**Power grid**

(4 px per um) Pins as bars on the die edge. Tap cells in grey.
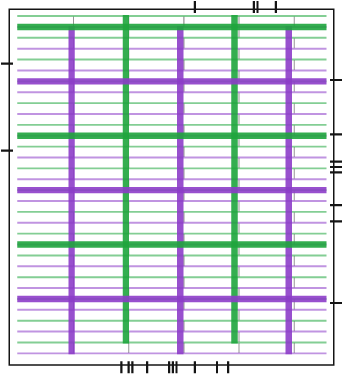
**Signal wires by layer**

(4 px per um)
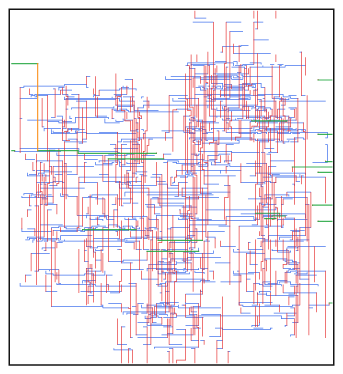
$ cat config.mk
export PLATFORM = sky130hd
export DESIGN_NAME = ov7670_frame_ctrl
export DESIGN_NICKNAME = d
export VERILOG_FILES = /design/src/rtl/ov7670_frame_ctrl.sv
export SDC_FILE = /design/constraint.sdc
export NUM_CORES = 1
export LEC_CHECK = 0
export CAP_MARGIN = 40
export CORE_ASPECT_RATIO = 1.1
export CORE_MARGIN = 1.5
export CORE_UTILIZATION = 43
export DETAILED_ROUTE_END_ITERATION = 10
export PLACE_DENSITY = 0.66
export SLEW_MARGIN = 0
export SYNTH_ARGS = -nofsm -noshare
export SYNTH_HDL_FRONTEND = slang
export SYNTH_SLANG_ARGS = --single-unit
$ cat constraint.sdc
create_clock -name pclk_24 -period 2.95 [get_ports pclk_24]
set_clock_uncertainty 0.1 [all_clocks]
set_input_delay 0.4425 -clock pclk_24 [delete_from_list [all_inputs] [get_ports pclk_24]]
set_output_delay 0.4425 -clock pclk_24 [all_outputs]
set_load 0.05 [all_outputs]
$ cat src/rtl/ov7670_frame_ctrl.sv
// Frame-level sequencer for the OV7670 capture path (pclk_24 domain).
// Grants one whole frame per request, checks geometry, ping-pongs two framebuffers.
module ov7670_frame_ctrl #(
   parameter int LINES          = 144,
   parameter int BYTES_PER_LINE = 176,
   parameter int TO_W           = 22
) (
   input  logic       pclk_24,
   input  logic       reset_n,
   input  logic       cfg_done,
   input  logic       cap_req,
   input  logic       continuous,
   input  logic       vsync,
   input  logic       href,
   input  logic [1:0] buf_release,
   output logic       capture_en,
   output logic       buf_sel,
   output logic [1:0] buf_full,
   output logic       frame_done,
   output logic       frame_err,
   output logic [7:0] line_cnt,
   output logic       busy
);

   typedef enum logic [2:0] {
      S_IDLE,
      S_ARM,
      S_CAPTURE,
      S_DONE,
      S_ERROR
   } state_t;

   state_t            state, state_nxt;
   logic              vsync_q, href_q;
   logic              pending;
   logic              err, err_nxt;
   logic [8:0]        byte_cnt;
   logic [7:0]        line_nxt;
   logic [TO_W-1:0]   wdog;
   logic              vs_fall, vs_rise, hr_fall;
   logic              abort;

   assign vs_fall = vsync_q & ~vsync;
   assign vs_rise = ~vsync_q & vsync;
   assign hr_fall = href_q & ~href;
   assign busy    = (state == S_ARM) || (state == S_CAPTURE);
   assign abort   = ~cfg_done || (wdog == '1);

   // Line accounting is resolved before the vs_rise decision so a line
   // ending in the same cycle as the frame still counts.
   always_comb begin
      line_nxt = line_cnt;
      err_nxt  = err;
      if (hr_fall) begin
         if (byte_cnt != 9'(BYTES_PER_LINE))
            err_nxt = 1'b1;
         if (line_cnt != 8'hFF)
            line_nxt = line_cnt + 8'd1;
      end
   end

   always_comb begin
      state_nxt = state;
      case (state)
         S_IDLE:
            if (cfg_done && (pending || continuous) && !buf_full[buf_sel])
               state_nxt = S_ARM;
         S_ARM:
            if (abort)
               state_nxt = S_ERROR;
            else if (vs_fall)
               state_nxt = S_CAPTURE;
         S_CAPTURE:
            if (abort)
               state_nxt = S_ERROR;
            else if (vs_rise)
               state_nxt = (!err_nxt && line_nxt == 8'(LINES)) ? S_DONE : S_ERROR;
         S_DONE:  state_nxt = S_IDLE;
         S_ERROR: state_nxt = S_IDLE;
         default: state_nxt = S_IDLE;
      endcase
   end

   always_ff @(posedge pclk_24 or negedge reset_n) begin
      if (!reset_n) begin
         state      <= S_IDLE;
         vsync_q    <= 1'b0;
         href_q     <= 1'b0;
         pending    <= 1'b0;
         err        <= 1'b0;
         byte_cnt   <= '0;
         line_cnt   <= '0;
         wdog       <= '0;
         capture_en <= 1'b0;
         frame_done <= 1'b0;
         frame_err  <= 1'b0;
         buf_sel    <= 1'b0;
         buf_full   <= '0;
      end else begin
         state      <= state_nxt;
         vsync_q    <= vsync;
         href_q     <= href;
         pending    <= cap_req | (pending & ~(state_nxt == S_ARM && state != S_ARM));
         capture_en <= (state_nxt == S_CAPTURE);
         frame_done <= (state_nxt == S_DONE);
         frame_err  <= (state_nxt == S_ERROR);

         if (state_nxt != state)
            wdog <= '0;
         else if (busy)
            wdog <= wdog + 1'b1;

         if (state == S_ARM) begin
            byte_cnt <= '0;
            line_cnt <= '0;
            err      <= 1'b0;
         end else if (state == S_CAPTURE) begin
            err      <= err_nxt;
            line_cnt <= line_nxt;
            if (hr_fall)
               byte_cnt <= '0;
            else if (href && byte_cnt != '1)
               byte_cnt <= byte_cnt + 9'd1;
         end

         for (int unsigned i = 0; i < 2; i++) begin
            if (state == S_DONE && buf_sel == i[0])
               buf_full[i] <= 1'b1;
            else if (buf_release[i])
               buf_full[i] <= 1'b0;
         end
         if (state == S_DONE)
            buf_sel <= ~buf_sel;
      end
   end

endmodule
==> run_results.csv <==
group,metric,value,unit
status,status,"finished clean",
global_routing,grt_busiest_layer,"met2",
synthesis,synthArstFlopShare,100,%
clock_network,cts.reportedPaths.clkPinSlew,110,ps
run,drv_cap,0,
cells_and_area,largest_register,"wdog",
cells_and_area,layout.cells.non_filler,406,
synthesis,synth.cellmix.simpleShare,24.2,%
floorplanning,die_height,88.6,um
sta,finalSetupViolCount,0,
route,wl_met3,140,um
cells_and_area,syn_to_final_growth,15.2,%
synthesis,logic_family,"simple AND/OR/NAND/NOR gates",
synthesis,fa_ha_area_share,2.19,%
placed_design,gp_congestion,0.810,
worst_setup_path,path_cells,"ha_1 > and4b_1 > nor4bb_1 > o211ai_1 > a211oi_2 > and3_2 > o31ai_1",
placed_design,io_buffers,23,
synthesis,area_leaders,"dfrtp_1 (45%), nor2_1 (5.6%), xnor2_1 (4.9%)",
power,switching_share,38.0,%
cells_and_area,drive_above_1_share,11.4,%
global_routing,grt_max_degree,30,
synthesis,common_cells,"dfrtp_1 (52), nor2_1 (43), nand2_1 (25)",
synthesis,yosysTopAreaCell,"dfrtp_1",
placed_design,hpwl,4200,um
power,p_per_area,567,nW/um2
synthesis,syn_area_per_cell,9.67,um2
sta,period_needed,2510,ps
cells_and_area,largest_registers,"wdog (22), byte_cnt (9), line_cnt (8)",
synthesis,syn_area,2860,um2
sta,hold_ws,49.0,ps
worst_setup_path,crit_family,"simple AND/OR/NAND/NOR gates",
route,via_per_inst,5.45,
global_routing,grt_pass1_vias,2146,
sta,rsz0062_at_grt,"no",
global_routing,globalRoute.totalOverflow,0,
global_routing,antenna_found_initial,0,
cells_and_area,final_util,50.6,%
cells_and_area,final_area,3300,um2
route,wl_met2,2910,um
power,seqPwrFrac,44.2,%
synthesis,netlist_instances,296,
placed_design,placedCellCount,398,
clock_network,cts_resized,0,
synthesis,ys_sh_aoi,14.4,%
sta,worst_pin_slew,659,ps
-- 'power grid' (at the start) --
Purple stands for VSS. Green stands for VDD.
6 straps on met5. 24 signal pins sit on the boundary. 32 met1 rails follow the rows. 5 straps on met4. 82 tap cells.

-- 'signal wires by layer' (at the start) --
Red stands for metal 2, wire length 2910 um. Green stands for metal 3, wire length 140 um. Orange stands for metal 4, wire length 21.8 um. Blue stands for metal 1, wire length 2780 um.

worst paths after layout:
path	startpoint	end	slack, ps
min in group pclk_24	pending	pending	420
hold reg to reg	pending	pending	420
setup / recovery	line_cnt[0]	state[2]	440
hold / removal	reset_n	href_q	50
setup reg to reg	line_cnt[0]	state[2]	440
max in group asynchronous	reset_n	wdog[2]	2050
cell type report:
| class | instances | area [um2] |
|---|---|---|
| inverters | 14 | 52.6 |
| repair buffers | 31 | 290 |
| fillers | 611 | 3220 |
| flip-flops and latches | 52 | 1300 |
| multi-input cells | 219 | 1450 |
| well taps | 82 | 103 |
| clock buffers | 6 | 82.6 |
| clock inverters | 2 | 15.0 |
Power figures rest on the tool's default switching activity, not on a simulated workload.
